## src/rtl/axi_top_pkg.sv

```systemverilog
// Shared types and widths for the AXI4 command-to-transaction master bridge.
// Latency: n/a (declarations only).
// Backpressure: n/a (declarations only).
package axi_top_pkg;

  localparam int ADDR_W    = 6;
  localparam int DATA_W    = 32;
  localparam int ID_W      = 1;
  localparam int LEN_W     = 8;
  localparam int STRB_W    = 4;
  localparam int TOP_LEN_W = 6;
  localparam int SIZE_W    = 3;
  localparam int BURST_W   = 2;
  localparam int RESP_W    = 2;
  localparam int PROT_W    = 3;

  typedef enum logic [BURST_W-1:0] {
    BURST_FIXED = 2'd0,
    BURST_INCR  = 2'd1,
    BURST_WRAP  = 2'd2
  } burst_e;

  typedef enum logic [RESP_W-1:0] {
    RESP_OKAY   = 2'd0,
    RESP_EXOKAY = 2'd1,
    RESP_SLVERR = 2'd2,
    RESP_DECERR = 2'd3
  } resp_e;

  typedef enum logic [1:0] {
    WR_IDLE = 2'd0,
    WR_AW   = 2'd1,
    WR_W    = 2'd2,
    WR_B    = 2'd3
  } wr_state_t;

  typedef enum logic [1:0] {
    RD_IDLE = 2'd0,
    RD_AR   = 2'd1,
    RD_R    = 2'd2
  } rd_state_t;

  // Command fields captured on a start edge; held for the whole transaction.
  typedef struct packed {
    logic [ADDR_W-1:0]    addr;
    logic [TOP_LEN_W-1:0] len;
    logic [BURST_W-1:0]   burst;
    logic [SIZE_W-1:0]    size;
  } cmd_t;

endpackage

```

## src/rtl/axi_top_if.sv

```systemverilog
// AXI4 five-channel bundle (AW, W, B, AR, R) between the bridge and a slave.
// Latency: n/a (wiring only).
// Backpressure: standard AXI valid/ready on every channel.
// Modports: master drives AW/W/AR payload+valid and B/R ready; slave the reverse.
interface axi_top_if;
  import axi_top_pkg::*;

  logic [ADDR_W-1:0]  io_AW_ADDR;
  logic [LEN_W-1:0]   io_AW_LEN;
  logic [SIZE_W-1:0]  io_AW_SIZE;
  logic [BURST_W-1:0] io_AW_BURST;
  logic [ID_W-1:0]    io_AW_ID;
  logic [PROT_W-1:0]  io_AW_PROT;
  logic               io_AW_VALID;
  logic               io_AW_READY;

  logic [DATA_W-1:0]  io_W_DATA;
  logic [STRB_W-1:0]  io_W_STRB;
  logic               io_W_LAST;
  logic               io_W_VALID;
  logic               io_W_READY;

  logic [ID_W-1:0]    io_B_ID;
  logic [RESP_W-1:0]  io_B_RESP;
  logic               io_B_VALID;
  logic               io_B_READY;

  logic [ADDR_W-1:0]  io_AR_ADDR;
  logic [LEN_W-1:0]   io_AR_LEN;
  logic [SIZE_W-1:0]  io_AR_SIZE;
  logic [BURST_W-1:0] io_AR_BURST;
  logic [ID_W-1:0]    io_AR_ID;
  logic [PROT_W-1:0]  io_AR_PROT;
  logic               io_AR_VALID;
  logic               io_AR_READY;

  logic [DATA_W-1:0]  io_R_DATA;
  logic               io_R_LAST;
  logic [ID_W-1:0]    io_R_ID;
  logic [RESP_W-1:0]  io_R_RESP;
  logic               io_R_VALID;
  logic               io_R_READY;

  modport master (
    output io_AW_ADDR, io_AW_LEN, io_AW_SIZE, io_AW_BURST, io_AW_ID, io_AW_PROT, io_AW_VALID,
    input  io_AW_READY,
    output io_W_DATA, io_W_STRB, io_W_LAST, io_W_VALID,
    input  io_W_READY,
    input  io_B_ID, io_B_RESP, io_B_VALID,
    output io_B_READY,
    output io_AR_ADDR, io_AR_LEN, io_AR_SIZE, io_AR_BURST, io_AR_ID, io_AR_PROT, io_AR_VALID,
    input  io_AR_READY,
    input  io_R_DATA, io_R_LAST, io_R_ID, io_R_RESP, io_R_VALID,
    output io_R_READY
  );

  modport slave (
    input  io_AW_ADDR, io_AW_LEN, io_AW_SIZE, io_AW_BURST, io_AW_ID, io_AW_PROT, io_AW_VALID,
    output io_AW_READY,
    input  io_W_DATA, io_W_STRB, io_W_LAST, io_W_VALID,
    output io_W_READY,
    output io_B_ID, io_B_RESP, io_B_VALID,
    input  io_B_READY,
    input  io_AR_ADDR, io_AR_LEN, io_AR_SIZE, io_AR_BURST, io_AR_ID, io_AR_PROT, io_AR_VALID,
    output io_AR_READY,
    output io_R_DATA, io_R_LAST, io_R_ID, io_R_RESP, io_R_VALID,
    input  io_R_READY
  );

endinterface

```

## src/rtl/axi_top.sv

```systemverilog
// AXI4 master bridge: turns WR/RD strobe edges on the command port into AXI4 bursts.
// Latency: AW/AR valid the cycle after the start edge; W follows AW acceptance; RDATA the cycle after each R beat.
// Backpressure: every valid held with stable payload until ready; start edges while busy are dropped.
// Ports: clock/reset (sync, active-high); io_TOP_* command port; axi = AXI4 master side.
module axi_top
  import axi_top_pkg::*;
(
  input  logic                 clock,
  input  logic                 reset,
  input  logic                 io_TOP_WR,
  input  logic                 io_TOP_RD,
  input  logic [ADDR_W-1:0]    io_TOP_ADDRESS,
  input  logic [DATA_W-1:0]    io_TOP_WDATA,
  output logic [DATA_W-1:0]    io_TOP_RDATA,
  input  logic [TOP_LEN_W-1:0] io_TOP_LENGTH,
  input  logic [BURST_W-1:0]   io_TOP_BURST,
  input  logic [SIZE_W-1:0]    io_TOP_SIZE,
  axi_top_if.master            axi
);

  wr_state_t            wr_state, wr_state_nxt;
  rd_state_t            rd_state, rd_state_nxt;

  logic                 wr_q, rd_q;
  logic                 wr_start, rd_start;
  cmd_t                 wr_cmd_q, rd_cmd_q;
  logic [DATA_W-1:0]    wdata_q;
  logic [TOP_LEN_W-1:0] beat_cnt;
  logic [RESP_W-1:0]    bresp_q;
  logic [DATA_W-1:0]    rdata_q;

  logic aw_vld, w_vld, w_last, b_rdy;
  logic ar_vld, r_rdy;
  logic wr_latch, rd_latch, cnt_clr, cnt_inc;

  // Rising-edge detect: a level held high never retriggers.
  assign wr_start = io_TOP_WR & ~wr_q;
  assign rd_start = io_TOP_RD & ~rd_q;

  // State registers
  always_ff @(posedge clock) begin
    if (reset) begin
      wr_state <= WR_IDLE;
      rd_state <= RD_IDLE;
    end else begin
      wr_state <= wr_state_nxt;
      rd_state <= rd_state_nxt;
    end
  end

  // Write FSM: AW first, then LEN+1 W beats, then wait for B.
  always_comb begin
    wr_state_nxt = wr_state;
    aw_vld       = 1'b0;
    w_vld        = 1'b0;
    w_last       = 1'b0;
    b_rdy        = 1'b0;
    wr_latch     = 1'b0;
    cnt_clr      = 1'b0;
    cnt_inc      = 1'b0;
    case (wr_state)
      WR_IDLE: begin
        if (wr_start) begin
          wr_latch     = 1'b1;
          wr_state_nxt = WR_AW;
        end
      end
      WR_AW: begin
        aw_vld = 1'b1;
        if (axi.io_AW_READY) begin
          cnt_clr      = 1'b1;
          wr_state_nxt = WR_W;
        end
      end
      WR_W: begin
        w_vld  = 1'b1;
        w_last = (beat_cnt == wr_cmd_q.len);
        if (axi.io_W_READY) begin
          if (w_last) wr_state_nxt = WR_B;
          else        cnt_inc      = 1'b1;
        end
      end
      WR_B: begin
        b_rdy = 1'b1;
        if (axi.io_B_VALID) wr_state_nxt = WR_IDLE;
      end
      default: wr_state_nxt = WR_IDLE;
    endcase
  end

  // Read FSM: AR, then accept beats until the one flagged LAST.
  always_comb begin
    rd_state_nxt = rd_state;
    ar_vld       = 1'b0;
    r_rdy        = 1'b0;
    rd_latch     = 1'b0;
    case (rd_state)
      RD_IDLE: begin
        if (rd_start) begin
          rd_latch     = 1'b1;
          rd_state_nxt = RD_AR;
        end
      end
      RD_AR: begin
        ar_vld = 1'b1;
        if (axi.io_AR_READY) rd_state_nxt = RD_R;
      end
      RD_R: begin
        r_rdy = 1'b1;
        if (axi.io_R_VALID && axi.io_R_LAST) rd_state_nxt = RD_IDLE;
      end
      default: rd_state_nxt = RD_IDLE;
    endcase
  end

  // Edge-detect, command latches, beat counter and read data.
  always_ff @(posedge clock) begin
    if (reset) begin
      wr_q     <= 1'b0;
      rd_q     <= 1'b0;
      wr_cmd_q <= '0;
      rd_cmd_q <= '0;
      wdata_q  <= '0;
      beat_cnt <= '0;
      bresp_q  <= '0;
      rdata_q  <= '0;
    end else begin
      wr_q <= io_TOP_WR;
      rd_q <= io_TOP_RD;
      if (wr_latch) begin
        wr_cmd_q <= '{addr: io_TOP_ADDRESS, len: io_TOP_LENGTH, burst: io_TOP_BURST, size: io_TOP_SIZE};
        wdata_q  <= io_TOP_WDATA;
      end
      if (rd_latch) begin
        rd_cmd_q <= '{addr: io_TOP_ADDRESS, len: io_TOP_LENGTH, burst: io_TOP_BURST, size: io_TOP_SIZE};
      end
      if (cnt_clr)      beat_cnt <= '0;
      else if (cnt_inc) beat_cnt <= beat_cnt + TOP_LEN_W'(1);
      if (b_rdy && axi.io_B_VALID) bresp_q <= axi.io_B_RESP;
      if (r_rdy && axi.io_R_VALID) rdata_q <= axi.io_R_DATA;
    end
  end

  // The write response and read ID/RESP are accepted but not acted upon.
  logic unused_resp;
  assign unused_resp = ^{bresp_q, axi.io_B_ID, axi.io_R_ID, axi.io_R_RESP};

  // Address is never incremented here; the slave walks the burst itself.
  assign axi.io_AW_ADDR  = wr_cmd_q.addr;
  assign axi.io_AW_LEN   = {{(LEN_W-TOP_LEN_W){1'b0}}, wr_cmd_q.len};
  assign axi.io_AW_SIZE  = wr_cmd_q.size;
  assign axi.io_AW_BURST = wr_cmd_q.burst;
  assign axi.io_AW_ID    = '0;
  assign axi.io_AW_PROT  = '0;
  assign axi.io_AW_VALID = aw_vld;

  assign axi.io_W_DATA   = wdata_q;
  assign axi.io_W_STRB   = {STRB_W{1'b1}};
  assign axi.io_W_LAST   = w_last;
  assign axi.io_W_VALID  = w_vld;

  assign axi.io_B_READY  = b_rdy;

  assign axi.io_AR_ADDR  = rd_cmd_q.addr;
  assign axi.io_AR_LEN   = {{(LEN_W-TOP_LEN_W){1'b0}}, rd_cmd_q.len};
  assign axi.io_AR_SIZE  = rd_cmd_q.size;
  assign axi.io_AR_BURST = rd_cmd_q.burst;
  assign axi.io_AR_ID    = '0;
  assign axi.io_AR_PROT  = '0;
  assign axi.io_AR_VALID = ar_vld;

  assign axi.io_R_READY  = r_rdy;

  assign io_TOP_RDATA    = rdata_q;

endmodule

```

## src/flat_wrapper.sv

```systemverilog
// flat-port wrapper written by rule: the top's interface ports become plain ports
module axi_top_flat import axi_top_pkg::*;
  (clock, reset, io_TOP_WR, io_TOP_RD, io_TOP_ADDRESS, io_TOP_WDATA, io_TOP_RDATA, io_TOP_LENGTH, io_TOP_BURST, io_TOP_SIZE, axi_io_AW_ADDR, axi_io_AW_LEN, axi_io_AW_SIZE, axi_io_AW_BURST, axi_io_AW_ID, axi_io_AW_PROT, axi_io_AW_VALID, axi_io_AW_READY, axi_io_W_DATA, axi_io_W_STRB, axi_io_W_LAST, axi_io_W_VALID, axi_io_W_READY, axi_io_B_ID, axi_io_B_RESP, axi_io_B_VALID, axi_io_B_READY, axi_io_AR_ADDR, axi_io_AR_LEN, axi_io_AR_SIZE, axi_io_AR_BURST, axi_io_AR_ID, axi_io_AR_PROT, axi_io_AR_VALID, axi_io_AR_READY, axi_io_R_DATA, axi_io_R_LAST, axi_io_R_ID, axi_io_R_RESP, axi_io_R_VALID, axi_io_R_READY);
  axi_top_if axi_i ();
  input  logic clock;
  input  logic reset;
  input  logic io_TOP_WR;
  input  logic io_TOP_RD;
  input  logic [ADDR_W-1:0] io_TOP_ADDRESS;
  input  logic [DATA_W-1:0] io_TOP_WDATA;
  output logic [DATA_W-1:0] io_TOP_RDATA;
  input  logic [TOP_LEN_W-1:0] io_TOP_LENGTH;
  input  logic [BURST_W-1:0] io_TOP_BURST;
  input  logic [SIZE_W-1:0] io_TOP_SIZE;
  output wire logic [$bits(axi_i.io_AW_ADDR)-1:0] axi_io_AW_ADDR;
  output wire logic [$bits(axi_i.io_AW_LEN)-1:0] axi_io_AW_LEN;
  output wire logic [$bits(axi_i.io_AW_SIZE)-1:0] axi_io_AW_SIZE;
  output wire logic [$bits(axi_i.io_AW_BURST)-1:0] axi_io_AW_BURST;
  output wire logic [$bits(axi_i.io_AW_ID)-1:0] axi_io_AW_ID;
  output wire logic [$bits(axi_i.io_AW_PROT)-1:0] axi_io_AW_PROT;
  output wire logic [$bits(axi_i.io_AW_VALID)-1:0] axi_io_AW_VALID;
  input wire logic [$bits(axi_i.io_AW_READY)-1:0] axi_io_AW_READY;
  output wire logic [$bits(axi_i.io_W_DATA)-1:0] axi_io_W_DATA;
  output wire logic [$bits(axi_i.io_W_STRB)-1:0] axi_io_W_STRB;
  output wire logic [$bits(axi_i.io_W_LAST)-1:0] axi_io_W_LAST;
  output wire logic [$bits(axi_i.io_W_VALID)-1:0] axi_io_W_VALID;
  input wire logic [$bits(axi_i.io_W_READY)-1:0] axi_io_W_READY;
  input wire logic [$bits(axi_i.io_B_ID)-1:0] axi_io_B_ID;
  input wire logic [$bits(axi_i.io_B_RESP)-1:0] axi_io_B_RESP;
  input wire logic [$bits(axi_i.io_B_VALID)-1:0] axi_io_B_VALID;
  output wire logic [$bits(axi_i.io_B_READY)-1:0] axi_io_B_READY;
  output wire logic [$bits(axi_i.io_AR_ADDR)-1:0] axi_io_AR_ADDR;
  output wire logic [$bits(axi_i.io_AR_LEN)-1:0] axi_io_AR_LEN;
  output wire logic [$bits(axi_i.io_AR_SIZE)-1:0] axi_io_AR_SIZE;
  output wire logic [$bits(axi_i.io_AR_BURST)-1:0] axi_io_AR_BURST;
  output wire logic [$bits(axi_i.io_AR_ID)-1:0] axi_io_AR_ID;
  output wire logic [$bits(axi_i.io_AR_PROT)-1:0] axi_io_AR_PROT;
  output wire logic [$bits(axi_i.io_AR_VALID)-1:0] axi_io_AR_VALID;
  input wire logic [$bits(axi_i.io_AR_READY)-1:0] axi_io_AR_READY;
  input wire logic [$bits(axi_i.io_R_DATA)-1:0] axi_io_R_DATA;
  input wire logic [$bits(axi_i.io_R_LAST)-1:0] axi_io_R_LAST;
  input wire logic [$bits(axi_i.io_R_ID)-1:0] axi_io_R_ID;
  input wire logic [$bits(axi_i.io_R_RESP)-1:0] axi_io_R_RESP;
  input wire logic [$bits(axi_i.io_R_VALID)-1:0] axi_io_R_VALID;
  output wire logic [$bits(axi_i.io_R_READY)-1:0] axi_io_R_READY;
  assign axi_io_AW_ADDR = axi_i.io_AW_ADDR;
  assign axi_io_AW_LEN = axi_i.io_AW_LEN;
  assign axi_io_AW_SIZE = axi_i.io_AW_SIZE;
  assign axi_io_AW_BURST = axi_i.io_AW_BURST;
  assign axi_io_AW_ID = axi_i.io_AW_ID;
  assign axi_io_AW_PROT = axi_i.io_AW_PROT;
  assign axi_io_AW_VALID = axi_i.io_AW_VALID;
  assign axi_i.io_AW_READY = axi_io_AW_READY;
  assign axi_io_W_DATA = axi_i.io_W_DATA;
  assign axi_io_W_STRB = axi_i.io_W_STRB;
  assign axi_io_W_LAST = axi_i.io_W_LAST;
  assign axi_io_W_VALID = axi_i.io_W_VALID;
  assign axi_i.io_W_READY = axi_io_W_READY;
  assign axi_i.io_B_ID = axi_io_B_ID;
  assign axi_i.io_B_RESP = axi_io_B_RESP;
  assign axi_i.io_B_VALID = axi_io_B_VALID;
  assign axi_io_B_READY = axi_i.io_B_READY;
  assign axi_io_AR_ADDR = axi_i.io_AR_ADDR;
  assign axi_io_AR_LEN = axi_i.io_AR_LEN;
  assign axi_io_AR_SIZE = axi_i.io_AR_SIZE;
  assign axi_io_AR_BURST = axi_i.io_AR_BURST;
  assign axi_io_AR_ID = axi_i.io_AR_ID;
  assign axi_io_AR_PROT = axi_i.io_AR_PROT;
  assign axi_io_AR_VALID = axi_i.io_AR_VALID;
  assign axi_i.io_AR_READY = axi_io_AR_READY;
  assign axi_i.io_R_DATA = axi_io_R_DATA;
  assign axi_i.io_R_LAST = axi_io_R_LAST;
  assign axi_i.io_R_ID = axi_io_R_ID;
  assign axi_i.io_R_RESP = axi_io_R_RESP;
  assign axi_i.io_R_VALID = axi_io_R_VALID;
  assign axi_io_R_READY = axi_i.io_R_READY;
  axi_top u_core (.clock(clock), .reset(reset), .io_TOP_WR(io_TOP_WR), .io_TOP_RD(io_TOP_RD), .io_TOP_ADDRESS(io_TOP_ADDRESS), .io_TOP_WDATA(io_TOP_WDATA), .io_TOP_RDATA(io_TOP_RDATA), .io_TOP_LENGTH(io_TOP_LENGTH), .io_TOP_BURST(io_TOP_BURST), .io_TOP_SIZE(io_TOP_SIZE), .axi(axi_i));
endmodule
```

## config.mk

```make
export PLATFORM = sky130hd
export DESIGN_NAME = axi_top_flat
export DESIGN_NICKNAME = d
export VERILOG_FILES = /design/src/rtl/axi_top_pkg.sv /design/src/rtl/axi_top_if.sv /design/src/rtl/axi_top.sv /design/src/flat_wrapper.sv
export SDC_FILE = /design/constraint.sdc
export NUM_CORES = 1
export LEC_CHECK = 0
export CORE_UTILIZATION = 44
export CTS_BUF_LIST = sky130_fd_sc_hd__clkbuf_4 sky130_fd_sc_hd__clkbuf_8
export CTS_CLUSTER_SIZE = 8
export DETAILED_ROUTE_END_ITERATION = 8
export PLACE_DENSITY = 0.87
export SLEW_MARGIN = 20
export SYNTH_ARGS = -nofsm -noshare
export SYNTH_HDL_FRONTEND = slang
export SYNTH_SLANG_ARGS = --single-unit
export TNS_END_PERCENT = 20
```

## constraint.sdc

```tcl
create_clock -name clock -period 3.52 [get_ports clock]
set_input_delay 0.352 -clock clock [delete_from_list [all_inputs] [get_ports clock]]
set_output_delay 0.352 -clock clock [all_outputs]
set_load 0.01 [all_outputs]
```

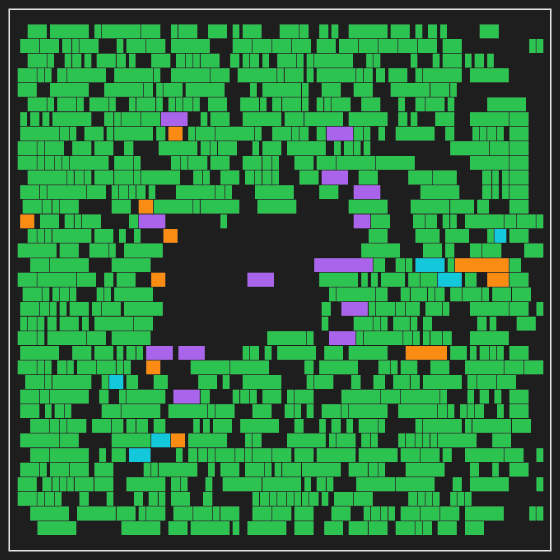
drive_strength.png
[drive 6 and up] purple | cells: 13 | most used: clkbuf_8
[drive 1 or less] green | cells: 682 | most used: nand2_1
[drive 2] cyan | cells: 6
[drive 3 to 4] orange | cells: 10 | most used: buf_4

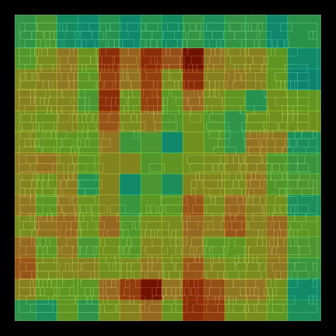
final_congestion.png
GR Util met3: 6.66%
met1 Use GR: 26.3%

==> flow_summary.json <==
{
  "fin_cells": 840,
  "worstMarginPinSlew_ns": 1.03,
  "ys.flops": 110,
  "setup_viol": 0,
  "maxCapViolations": 0,
  "hold_class": "in -> reg",
  "seq_share_pct": 34.4,
  "r2r_cells": 7,
  "clock_path_buffers": 2,
  "overflow": 0,
  "fmax_mhz": 406,
  "power.total_w": 0.00315,
  "setup_ws_ns": 1.06,
  "comb_area_share_pct": 28.9,
  "p_clk_share_pct": 25.0,
  "cts.root.buffer_cell": "clkbuf_8",
  "critPathKind": "reg -> out",
  "grt_usage_pct": 22.5,
  "die_h_microns": 101,
  "post_dp_cell_area_sq_um": 6190,
  "cp_max_fo": 7,
  "required_ns": 3.17,
  "p_leak_nw": 2.33,
  "period_minus_slack_ns": 2.46,
  "drv_slew": 0,
  "route.met3.wl_microns": 886,
  "seq_power_w": 0.00144,
  "seq_cell_count": 110,
  "logic_area_sq_um": 1850,
  "synth-edff-count": 0,
  "ys_async_sr_fraction_pct": 0,
  "cts-hold-fix-buffers": 0,
  "top_area_cell": "dfxtp_1",
  "areaGrowthSynthToFinish_pct": 49.9,
  "yosys-top-cells-count": "208 x nand2_1, 110 x dfxtp_1, 103 x a21oi_1",
  "postRouteAntennaNets": 0,
  "layout_top_cell": "nand2_1",
  "grt_antenna_before_repair": 0,
  "comb.multi_input.count": 384,
  "syn_avg_cell_area_sq_um": 7.99,
  "seq_power_share_pct": 45.5,
  "skew_ns": 0.0156,
  "gp_congestion": 0.780,
  "maxUsedRoutingLayer": "met4",
  "clk_share_pct": 3.32,
  "warning_count": 36,
  "pre_cts_slack_ns": 1.18,
  "ys_seq_share_pct": 51.5,
  "post-route-util_pct": 68.7,
  "pg_clk_w": 0.000789,
  "max-slew-margin-rel_pct": 31.0,
  "cts_setup_buffers": 0,
  "wl_met2_microns": 5770,
  "finalHoldWorstSlack_ns": 0.384,
  "flop_cell": "dfxtp_1",
  "synth.most_common_cell": "nand2_1",
  "num-nets-final": 809,
  "well_tap_count": 129,
  "largest_class": "registers",
  "tns_ns": 0,
  "wl_microns": 11300,
  "clk_pin_slew_ns": 0.10,
  "syn-cell-area_sq_um": 4270,
  "status": "completed",
  "dp_hpwl_microns": 8090,
  "synth_warnings": 0,
  "holdCritStartpoint": "reset",
  "critical_path.startpoint_type": "flop",
  "p_switching_w": 0.000954,
  "diodes": 0,
  "cts_tree": "done",
  "post_drt_via_cell_ratio": 4.77,
  "grt_max_degree": 79,
  "fin_crit_sh_pct": 70.0,
  "rsz0062_at_grt": "false",
  "max-vdd-ir-drop_mv": 0.252
}
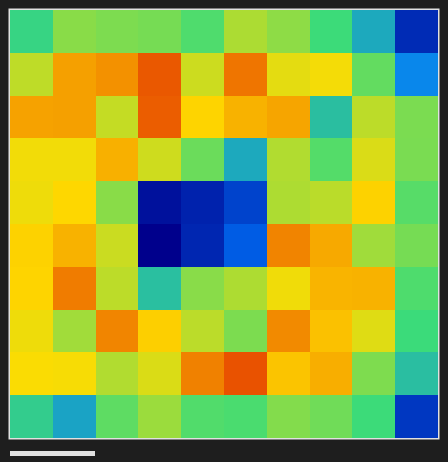
density.png
The bar under the picture is 20 microns long. The die is cut into 10 by 10 equal tiles; dark blue is low, red is high, 0 to 100% covered.
fullest tile: 91%
mean over tiles: 62%
nearly empty tiles: 1.0%
emptiest ninth of the die: center
tiles over 75% full: 29%

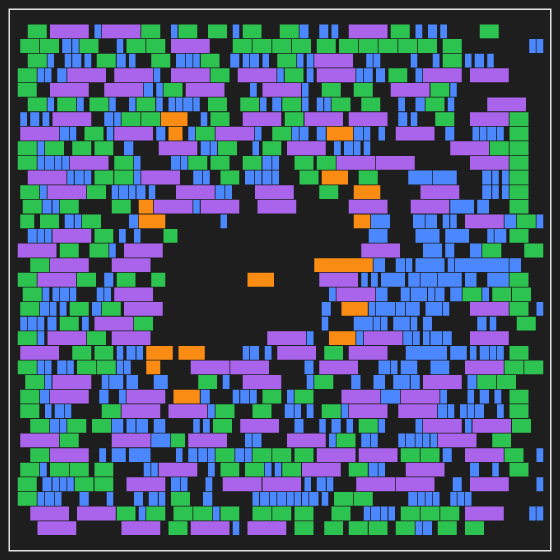
cell_classes.png
[other buffers and delay cells] green | cells: 197 | share of their area: 31%
[all other logic] blue | cells: 388 | share of their area: 30%
[flip-flops] purple | cells: 110 | share of their area: 35%
[clock drivers and dummy loads] orange | cells: 16 | share of their area: 3.4%

==> worst max-delay path: stages (launching register included) <==
cell and delay, ns:
dfxtp_1 0.35, xor2_1 0.19, nor4_4 0.47, and3_1 0.21, clkdlybuf4s50_1 0.54
==> logic make-up (layout without fill, tap and decap cells) <==
logic type	Yosys count	count (layout)	share of synthesized area, %
mux	8	8	1.90
buf+inv	55	217	6.56
fa+ha+maj	6	6	1.76
flops	110	110	51.5
other cells	2	16	0.176
simple gates	239	239	23.0
xor+xnor	6	6	1.23
compound gates	109	109	13.8
